File: config.mk
export PLATFORM = sky130hd
export DESIGN_NAME = i2c_slv_l2_writer_flat
export DESIGN_NICKNAME = d
export VERILOG_FILES = /design/src/rtl/i2c_slv_l2_writer_if.sv /design/src/rtl/i2c_slv_l2_writer.sv /design/src/flat_wrapper.sv
export SDC_FILE = /design/constraint.sdc
export NUM_CORES = 1
export LEC_CHECK = 0
export CORE_MARGIN = 2
export CORE_UTILIZATION = 26
export CTS_BUF_LIST = sky130_fd_sc_hd__clkbuf_16
export DETAILED_ROUTE_END_ITERATION = 6
export PLACE_DENSITY = 0.54
export SYNTH_ARGS = -nofsm -noshare
export SYNTH_HDL_FRONTEND = slang
export SYNTH_SLANG_ARGS = --single-unit
File: constraint.sdc
create_clock -name clk_i -period 1.9 [get_ports clk_i]
set_input_delay 0.38 -clock clk_i [delete_from_list [all_inputs] [get_ports clk_i]]
set_output_delay 0.38 -clock clk_i [all_outputs]
set_load 0.1 [all_outputs]
File: src/rtl/i2c_slv_l2_writer_if.sv
// rtl/i2c_slv_l2_writer_if.sv - receive stream, L2 write port and status bundle of the I2C slave L2 writer

interface i2c_slv_l2_writer_if #(
    parameter int CNT_WIDTH = 16
);
    // framed byte stream from the I2C slave receiver
    logic                 rx_start_i;
    logic                 rx_stop_i;
    logic                 rx_valid_i;
    logic [7:0]           rx_data_i;
    logic                 rx_ready_o;

    // L2 memory write port
    logic                 mem_req_o;
    logic                 mem_gnt_i;
    logic                 mem_we_o;
    logic [3:0]           mem_be_o;
    logic [31:0]          mem_addr_o;
    logic [31:0]          mem_wdata_o;

    // transfer status
    logic                 busy_o;
    logic                 done_o;
    logic [CNT_WIDTH-1:0] byte_cnt_o;
    logic                 overflow_o;

    // writer side
    modport slave (
        input  rx_start_i, rx_stop_i, rx_valid_i, rx_data_i, mem_gnt_i,
        output rx_ready_o, mem_req_o, mem_we_o, mem_be_o, mem_addr_o, mem_wdata_o,
        output busy_o, done_o, byte_cnt_o, overflow_o
    );

    // environment side: byte source, memory and status observer
    modport master (
        output rx_start_i, rx_stop_i, rx_valid_i, rx_data_i, mem_gnt_i,
        input  rx_ready_o, mem_req_o, mem_we_o, mem_be_o, mem_addr_o, mem_wdata_o,
        input  busy_o, done_o, byte_cnt_o, overflow_o
    );
endinterface

File: src/rtl/i2c_slv_l2_writer.sv
// rtl/i2c_slv_l2_writer.sv - packs I2C slave bytes little-endian into 32-bit L2 word writes

module i2c_slv_l2_writer #(
    parameter logic [31:0] BASE_ADDR = 32'h1C01_0000,
    parameter int          MAX_BYTES = 4096,
    parameter int          CNT_WIDTH = 16
) (
    input  logic               clk_i,
    input  logic               rst_i,
    i2c_slv_l2_writer_if.slave bus
);

    typedef enum logic [1:0] {
        IDLE    = 2'd0,
        COLLECT = 2'd1,
        WRITE   = 2'd2,
        DONE    = 2'd3
    } state_t;

    localparam logic [CNT_WIDTH-1:0] MAX_CNT = CNT_WIDTH'(MAX_BYTES);

    state_t               state, state_nxt;
    logic [1:0]           lane, lane_nxt;
    logic [3:0]           be, be_nxt;
    logic [31:0]          wdata, wdata_nxt;
    logic [31:0]          addr, addr_nxt;
    logic [CNT_WIDTH-1:0] byte_cnt, byte_cnt_nxt;
    logic                 overflow, overflow_nxt;
    logic                 stop_pend, stop_pend_nxt;
    logic                 start_pend, start_pend_nxt;

    logic                 frame_end;
    logic                 store;
    logic                 start_xfer;

    // A repeated start closes the current frame exactly like a stop does.
    assign frame_end = bus.rx_stop_i | bus.rx_start_i;

    // State and datapath registers.
    always_ff @(posedge clk_i) begin
        if (rst_i) begin
            state      <= IDLE;
            lane       <= 2'd0;
            be         <= 4'b0000;
            wdata      <= 32'h0;
            addr       <= BASE_ADDR;
            byte_cnt   <= '0;
            overflow   <= 1'b0;
            stop_pend  <= 1'b0;
            start_pend <= 1'b0;
        end else begin
            state      <= state_nxt;
            lane       <= lane_nxt;
            be         <= be_nxt;
            wdata      <= wdata_nxt;
            addr       <= addr_nxt;
            byte_cnt   <= byte_cnt_nxt;
            overflow   <= overflow_nxt;
            stop_pend  <= stop_pend_nxt;
            start_pend <= start_pend_nxt;
        end
    end

    // Next-state and datapath update; byte intake is applied before stop/start handling.
    always_comb begin
        state_nxt      = state;
        lane_nxt       = lane;
        be_nxt         = be;
        wdata_nxt      = wdata;
        addr_nxt       = addr;
        byte_cnt_nxt   = byte_cnt;
        overflow_nxt   = overflow;
        stop_pend_nxt  = stop_pend;
        start_pend_nxt = start_pend;
        store          = 1'b0;
        start_xfer     = 1'b0;

        case (state)
            IDLE: begin
                if (bus.rx_start_i) begin
                    start_xfer = 1'b1;
                    state_nxt  = COLLECT;
                end
            end

            COLLECT: begin
                // Once the byte budget is used up, bytes are still taken so the bus keeps
                // moving, but they are dropped and flagged.
                store = bus.rx_valid_i && (byte_cnt != MAX_CNT);
                if (bus.rx_valid_i && !store) begin
                    overflow_nxt = 1'b1;
                end
                if (store) begin
                    wdata_nxt[{lane, 3'b000} +: 8] = bus.rx_data_i;
                    be_nxt[lane]                   = 1'b1;
                    lane_nxt                       = lane + 2'd1;
                    byte_cnt_nxt                   = byte_cnt + 1'b1;
                end
                if (bus.rx_start_i) begin
                    start_pend_nxt = 1'b1;
                end
                if (store && (lane == 2'd3)) begin
                    state_nxt = WRITE;
                    if (frame_end) begin
                        stop_pend_nxt = 1'b1;
                    end
                end else if (frame_end) begin
                    if (be_nxt != 4'b0000) begin
                        state_nxt     = WRITE;
                        stop_pend_nxt = 1'b1;
                    end else begin
                        state_nxt = DONE;
                    end
                end
            end

            WRITE: begin
                if (frame_end) begin
                    stop_pend_nxt = 1'b1;
                end
                if (bus.rx_start_i) begin
                    start_pend_nxt = 1'b1;
                end
                if (bus.mem_gnt_i) begin
                    addr_nxt  = addr + 32'd4;
                    lane_nxt  = 2'd0;
                    be_nxt    = 4'b0000;
                    wdata_nxt = 32'h0;
                    state_nxt = (stop_pend || frame_end) ? DONE : COLLECT;
                end
            end

            DONE: begin
                stop_pend_nxt  = 1'b0;
                start_pend_nxt = 1'b0;
                if (start_pend || bus.rx_start_i) begin
                    start_xfer = 1'b1;
                    state_nxt  = COLLECT;
                end else begin
                    state_nxt = IDLE;
                end
            end

            default: begin
                state_nxt = IDLE;
            end
        endcase

        // Fresh transfer: rewind to the base address and clear the per-transfer status.
        if (start_xfer) begin
            lane_nxt     = 2'd0;
            be_nxt       = 4'b0000;
            wdata_nxt    = 32'h0;
            addr_nxt     = BASE_ADDR;
            byte_cnt_nxt = '0;
            overflow_nxt = 1'b0;
        end
    end

    // Bus outputs are held at zero outside WRITE so the idle port is quiet.
    assign bus.rx_ready_o  = (state == COLLECT);
    assign bus.mem_req_o   = (state == WRITE);
    assign bus.mem_we_o    = (state == WRITE);
    assign bus.mem_be_o    = (state == WRITE) ? be : 4'b0000;
    assign bus.mem_addr_o  = (state == WRITE) ? addr : 32'h0;
    assign bus.mem_wdata_o = (state == WRITE) ? wdata : 32'h0;
    assign bus.busy_o      = (state != IDLE);
    assign bus.done_o      = (state == DONE);
    assign bus.byte_cnt_o  = byte_cnt;
    assign bus.overflow_o  = overflow;

endmodule

File: src/flat_wrapper.sv
// flat-port wrapper written by rule: the top's interface ports become plain ports
module i2c_slv_l2_writer_flat 
#(
    parameter logic [31:0] BASE_ADDR = 32'h1C01_0000,
    parameter int          MAX_BYTES = 4096,
    parameter int          CNT_WIDTH = 16
)
  (clk_i, rst_i, bus_rx_start_i, bus_rx_stop_i, bus_rx_valid_i, bus_rx_data_i, bus_mem_gnt_i, bus_rx_ready_o, bus_mem_req_o, bus_mem_we_o, bus_mem_be_o, bus_mem_addr_o, bus_mem_wdata_o, bus_busy_o, bus_done_o, bus_byte_cnt_o, bus_overflow_o);
  i2c_slv_l2_writer_if #(.CNT_WIDTH(CNT_WIDTH)) bus_i ();
  input  logic clk_i;
  input  logic rst_i;
  input wire logic [$bits(bus_i.rx_start_i)-1:0] bus_rx_start_i;
  input wire logic [$bits(bus_i.rx_stop_i)-1:0] bus_rx_stop_i;
  input wire logic [$bits(bus_i.rx_valid_i)-1:0] bus_rx_valid_i;
  input wire logic [$bits(bus_i.rx_data_i)-1:0] bus_rx_data_i;
  input wire logic [$bits(bus_i.mem_gnt_i)-1:0] bus_mem_gnt_i;
  output wire logic [$bits(bus_i.rx_ready_o)-1:0] bus_rx_ready_o;
  output wire logic [$bits(bus_i.mem_req_o)-1:0] bus_mem_req_o;
  output wire logic [$bits(bus_i.mem_we_o)-1:0] bus_mem_we_o;
  output wire logic [$bits(bus_i.mem_be_o)-1:0] bus_mem_be_o;
  output wire logic [$bits(bus_i.mem_addr_o)-1:0] bus_mem_addr_o;
  output wire logic [$bits(bus_i.mem_wdata_o)-1:0] bus_mem_wdata_o;
  output wire logic [$bits(bus_i.busy_o)-1:0] bus_busy_o;
  output wire logic [$bits(bus_i.done_o)-1:0] bus_done_o;
  output wire logic [$bits(bus_i.byte_cnt_o)-1:0] bus_byte_cnt_o;
  output wire logic [$bits(bus_i.overflow_o)-1:0] bus_overflow_o;
  assign bus_i.rx_start_i = bus_rx_start_i;
  assign bus_i.rx_stop_i = bus_rx_stop_i;
  assign bus_i.rx_valid_i = bus_rx_valid_i;
  assign bus_i.rx_data_i = bus_rx_data_i;
  assign bus_i.mem_gnt_i = bus_mem_gnt_i;
  assign bus_rx_ready_o = bus_i.rx_ready_o;
  assign bus_mem_req_o = bus_i.mem_req_o;
  assign bus_mem_we_o = bus_i.mem_we_o;
  assign bus_mem_be_o = bus_i.mem_be_o;
  assign bus_mem_addr_o = bus_i.mem_addr_o;
  assign bus_mem_wdata_o = bus_i.mem_wdata_o;
  assign bus_busy_o = bus_i.busy_o;
  assign bus_done_o = bus_i.done_o;
  assign bus_byte_cnt_o = bus_i.byte_cnt_o;
  assign bus_overflow_o = bus_i.overflow_o;
  i2c_slv_l2_writer #(.BASE_ADDR(BASE_ADDR), .MAX_BYTES(MAX_BYTES), .CNT_WIDTH(CNT_WIDTH)) u_core (.clk_i(clk_i), .rst_i(rst_i), .bus(bus_i));
endmodule
placement.png
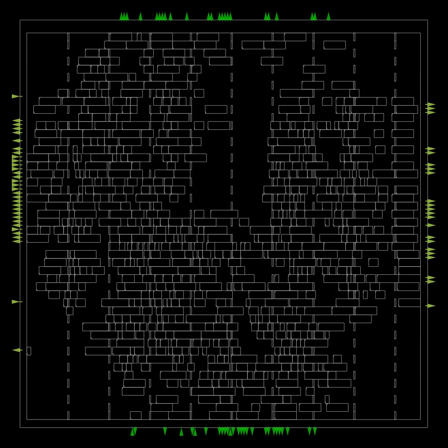
Finished Layout Cells: 949
Filler cells: 1576
Core ar.: 17400 um^2

==> changes_impl.md <==
## Flow update

- Post-synth area hogs: dfxtp_1, and2_1, nand4_1
- Pre-CTS WS: -303 ps
- Max Fanout on Critical Path: 7
- Distinct lib cells: 48
- Max stage delay on crit path: 350 ps
- Violations in the final reports: negative setup slack
- # setup viols final: 49
- Top Ports: 104
- Dpl hpwl: 10.7 mm
- Largest net degree at the start of global routing: 39
- Min Clock Period, post-route: 1950 ps
- Run status: finished with violations
- Layout area overhead: 78.9%
- Worst setup margin: -53.6 ps
- Synth Flop Type: dfxtp_1
- Chip area: 18900 um^2
- Ys cells: 552
- Nets@finish: 745
- Final Hold Fails: 0
- Inverters excl. clock: 25
io_placement.png
Scale bar: 50 um. Pins as bars across the die edge, other pins in gray.
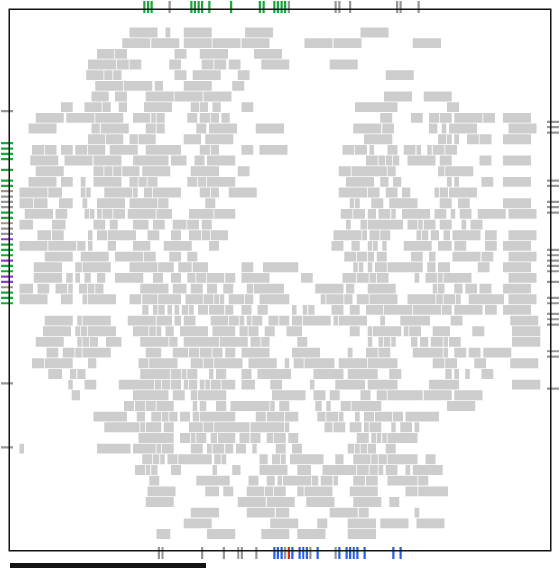
color	port	pins	direction	edge
red	bus_rx_valid_i	1	input	south
green	bus_mem_wdata_o	32	output	17 west, 15 north
purple	bus_mem_be_o	4	output	west
blue	bus_byte_cnt_o	16	output	south
die span in x: 138 um
height of the die: 138 um
IO Port Bufs: 101

[worst reg2reg max path: cells and delay by family (launching register included)]
family | cells | cell delay (ps)
AOI/OAI and AO/OA | 4 | 860
adders and majority gates | 1 | 120
buffers and inverters | 2 | 260
DFF | 1 | 350
and+or+nand+nor | 1 | 250
[metal layers]
layer | wire, um | vias to the layer above | GRT usage | share of wire
met5 | 0 | - | 0 | 0
met4 | 177 | 0 | 0.0458 | 0.012
met3 | 658 | 14 | 0.0372 | 0.046
met2 | 7400 | 96 | 0.270 | 0.51
met1 | 6220 | 2214 | 0.194 | 0.43
li1 | - | 2261 | - | -
[cells by family (layout without fill, tap and decap cells)]
kind of cell	count (synthesis)	in the layout	share of synthesized area
AOI/OAI and AO/OA	65	65	0.0973
xor gates and xnor gates	43	43	0.0811
adders and majority gates	12	12	0.0323
buffers and inverters	59	230	0.0539
DFF	89	89	0.384
other	1	2	0.000807
and+or+nand+nor	283	283	0.351
[worst paths after layout]
check                      startpoint               end  slack, ps  cells after the start
min reg2reg          u_core.wdata[13]  u_core.wdata[13]        470                      2
max reg2reg  u_core.bus.byte_cnt_o[1]  u_core.stop_pend        -10                      8
max                   u_core.state[0]   bus_mem_be_o[1]        -50                      5
min                  u_core.wdata[13]  u_core.wdata[13]        470                      2
[registers in the layout (all words and copies together), names as in the netlist]
signal and flops:
u_core.addr 30, u_core.be 4, u_core.bus.byte_cnt_o 16, u_core.bus.overflow_o 1, u_core.lane 2, u_core.start_pend 1, u_core.state 2, u_core.stop_pend 1
u_core.wdata 32
[cells in the final DEF (no fill, tap or decap), types with 5 or more instances in the layout]
master           netlist  layout
o21ai_0               12       8
inv_1                 25      21
nand2_1               34      34
dfxtp_4                0       9
dfxtp_2                0      11
and4_1                 7       7
o31ai_2                0      12
nor4_4                 2       7
clkbuf_16              0      10
nand3_1               16      15
ha_1                  12       7
a21oi_1               13       9
nand4_1               52      52
buf_6                  1       7
and2_4                 0      66
xnor2_1               22      22
clkdlybuf4s50_1        0      13
buf_4                  3      72
nor2_4                 0       6
and3_1                 5       5
nor3_1                11       9
o31ai_1               25      13
dfxtp_1               89      69
ha_4                   0       5
xor2_1                21      21
buf_12                 0      94
nor2_1                56      49
[report_power, final]
group	internal, mW	total (mW)	switching [mW]
Sequential	1.92	1.97	0.0472
Clock	1.01	1.76	0.753
Combinational	0.805	1.91	1.11
[per-stage QoR]
| stage | cells | utilization | hold WS, ps | TNS [ps] | power, mW |
|---|---|---|---|---|---|
| after floorplan | 553 | - | 442 | -7680 | 3.03 |
| after global placement | 912 | 0.435 | 450 | -8420 | 3.53 |
| after detailed placement | 912 | 0.435 | 466 | -10410 | 3.56 |
| after CTS | 940 | 0.463 | 474 | -1980 | 5.49 |
| after global routing | 949 | 0.479 | 489 | -5980 | 5.89 |
| final | 949 | 0.479 | 469 | -1620 | 5.64 |
[repair_timing]
action	4_1_cts	5_1_grt
cloned	0	1
setup endpoints to repair	98	119
pin swaps	9	22
buffers inserted	12	8
gates resized	24	44
Power and IR drop assume default switching activity.
